Supply network:
Scale bar: 100 um. Pins as bars on the die edge. Tap cells in grey.
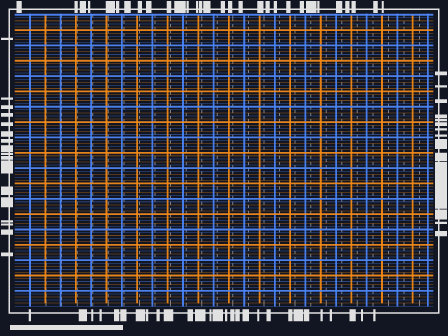
Cell classes on the final placement:
Scale bar: 100 um.
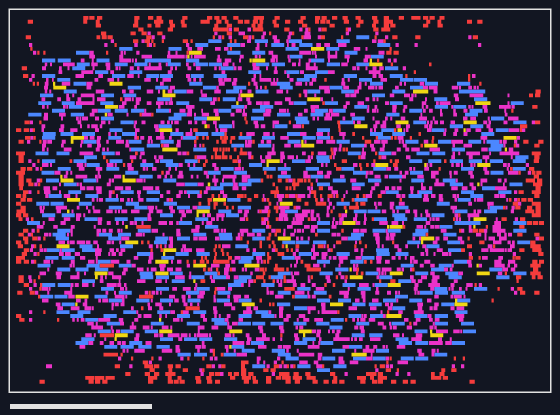
--- src/rtl/ras_ctrl.sv ---
// Return-address stack for fetch 1: push/pop/pop+push actions, TOS prediction
// target, per-branch checkpoint output and checkpoint restore on redirect.
module ras_ctrl #(
    parameter int DEPTH = 8,
    parameter int PW    = 3,
    parameter int AW    = 64
) (
    input  logic          clk_i,
    input  logic          rst_i,
    input  logic          ras_vld_i,
    input  logic [1:0]    ras_ctl_i,
    input  logic [AW-1:0] push_addr_i,
    input  logic          stall_i,
    input  logic          recover_i,
    input  logic [PW-1:0] recover_ptr_i,
    input  logic [PW:0]   recover_cnt_i,
    input  logic [AW-1:0] recover_tos_i,
    output logic [AW-1:0] ras_data_o,
    output logic          ras_vld_o,
    output logic [PW-1:0] ckpt_ptr_o,
    output logic [PW:0]   ckpt_cnt_o,
    output logic [AW-1:0] ckpt_tos_o,
    output logic          ovf_o,
    output logic          unf_o
);

    localparam logic [1:0]  CTL_PUSH   = 2'b01;
    localparam logic [1:0]  CTL_POP    = 2'b10;
    localparam logic [1:0]  CTL_POPPSH = 2'b11;
    localparam logic [PW:0] CNT_FULL   = (PW+1)'(DEPTH);

    logic [AW-1:0] mem [DEPTH];
    logic [PW-1:0] ptr;
    logic [PW:0]   cnt;
    logic          ovf;
    logic          unf;

    logic          act;
    logic [PW-1:0] ptr_inc;
    logic [PW-1:0] ptr_dec;
    logic          empty;
    logic          full;

    assign act     = ras_vld_i & ~stall_i & ~recover_i;
    assign ptr_inc = ptr + PW'(1);
    assign ptr_dec = ptr - PW'(1);
    assign empty   = (cnt == '0);
    assign full    = (cnt == CNT_FULL);

    always_ff @(posedge clk_i or posedge rst_i) begin
        if (rst_i) begin
            ptr <= '0;
            cnt <= '0;
            ovf <= 1'b0;
            unf <= 1'b0;
            for (int i = 0; i < DEPTH; i++) begin
                mem[i] <= '0;
            end
        end else begin
            ovf <= 1'b0;
            unf <= 1'b0;
            if (recover_i) begin
                // restore wins over any action presented in the same cycle
                ptr                <= recover_ptr_i;
                cnt                <= recover_cnt_i;
                mem[recover_ptr_i] <= recover_tos_i;
            end else if (act) begin
                case (ras_ctl_i)
                    CTL_PUSH: begin
                        ptr          <= ptr_inc;
                        mem[ptr_inc] <= push_addr_i;
                        // when full the wrap overwrites the oldest entry
                        if (full) begin
                            ovf <= 1'b1;
                        end else begin
                            cnt <= cnt + (PW+1)'(1);
                        end
                    end
                    CTL_POP: begin
                        if (empty) begin
                            unf <= 1'b1;
                        end else begin
                            ptr <= ptr_dec;
                            cnt <= cnt - (PW+1)'(1);
                        end
                    end
                    CTL_POPPSH: begin
                        mem[ptr] <= push_addr_i;
                        if (empty) begin
                            cnt <= (PW+1)'(1);
                        end
                    end
                    default: ;
                endcase
            end
        end
    end

    assign ras_data_o = mem[ptr];
    assign ras_vld_o  = ~empty;
    assign ckpt_ptr_o = ptr;
    assign ckpt_cnt_o = cnt;
    assign ckpt_tos_o = mem[ptr];
    assign ovf_o      = ovf;
    assign unf_o      = unf;

endmodule

--- config.mk ---
export PLATFORM = sky130hd
export DESIGN_NAME = ras_ctrl
export DESIGN_NICKNAME = d
export VERILOG_FILES = /design/src/rtl/ras_ctrl.sv
export SDC_FILE = /design/constraint.sdc
export NUM_CORES = 2
export LEC_CHECK = 0
export CAP_MARGIN = 20
export CORE_ASPECT_RATIO = 0.7
export CORE_MARGIN = 4
export CORE_UTILIZATION = 30
export CTS_BUF_LIST = sky130_fd_sc_hd__clkbuf_16
export DETAILED_ROUTE_END_ITERATION = 7
export GPL_ROUTABILITY_DRIVEN = 1
export GPL_TIMING_DRIVEN = 0
export PLACE_DENSITY = 0.44
export SETUP_SLACK_MARGIN = 0.5
export SLEW_MARGIN = 20
export SYNTH_ARGS = -nofsm -noshare
export SYNTH_HDL_FRONTEND = slang
export SYNTH_SLANG_ARGS = --single-unit
--- constraint.sdc ---
create_clock -name clk_i -period 20.8 [get_ports clk_i]
set_input_delay 4.16 -clock clk_i [delete_from_list [all_inputs] [get_ports clk_i]]
set_output_delay 4.16 -clock clk_i [all_outputs]
set_load 0.01 [all_outputs]
==> results.tsv <==
metric	value	unit
Top logic family	AND-OR/OR-AND gates	
synthesized area per cell	9.25	sq um
WP depth	7	
met1 usage	44.3	%
status	completed	
critical path data arrival time	5.20	ns
n_taps	1261	
chip area	102000	sq um
CTS H-tree depth	2	
Seq. cell area	13000	sq um
largest net degree at the start of global routing	91	
GR peak layer	met1	
most used logic cell in the final layout	dfrtp_1	
top sig layer	met5	
final hold slack	0.478	ns
Period Utilization, post-route	45.0	%
hold path cells	2	
clock root cell	clkbuf_16	
largest cell class by area	combinational gates	
Total Routing Usage GR	31.2	%
M2 GR Usage	43.8	%
Vias	29000	
seq pwr	1300	uW
clock sinks	521	
post-synthesis cell area	29000	sq um
initial antenna violation count	9	
worst hold path endpoint	mem[386]	
Final Critical Period	9.36	ns
Final Core Density	36.9	%
cells along the critical path	buf_2 > buf_2 > clkbuf_1 > clkbuf_2 > o221ai_1 > buf_4 > clkdlybuf4s50_1	
Notes on 'supply network' above:
Key: VSS = blue; VDD = orange
27 straps on met4. 19 straps on met5.
Worst IR Drop VDD: 0.0602 mV
DIE HEIGHT: 268 um
die width: 379 um
core area: 95900 sq um

Notes on 'cell classes on the final placement' above:
Key: clock drivers and dummy loads = yellow [cells 104, share of their area 4.9%]; remaining logic cells = magenta [cells 2122, share of their area 40%]; remaining buffers and delay cells = red [cells 779, share of their area 16%]; sequential cells = blue [cells 521, share of their area 39%]

Power and IR drop assume default switching activity.
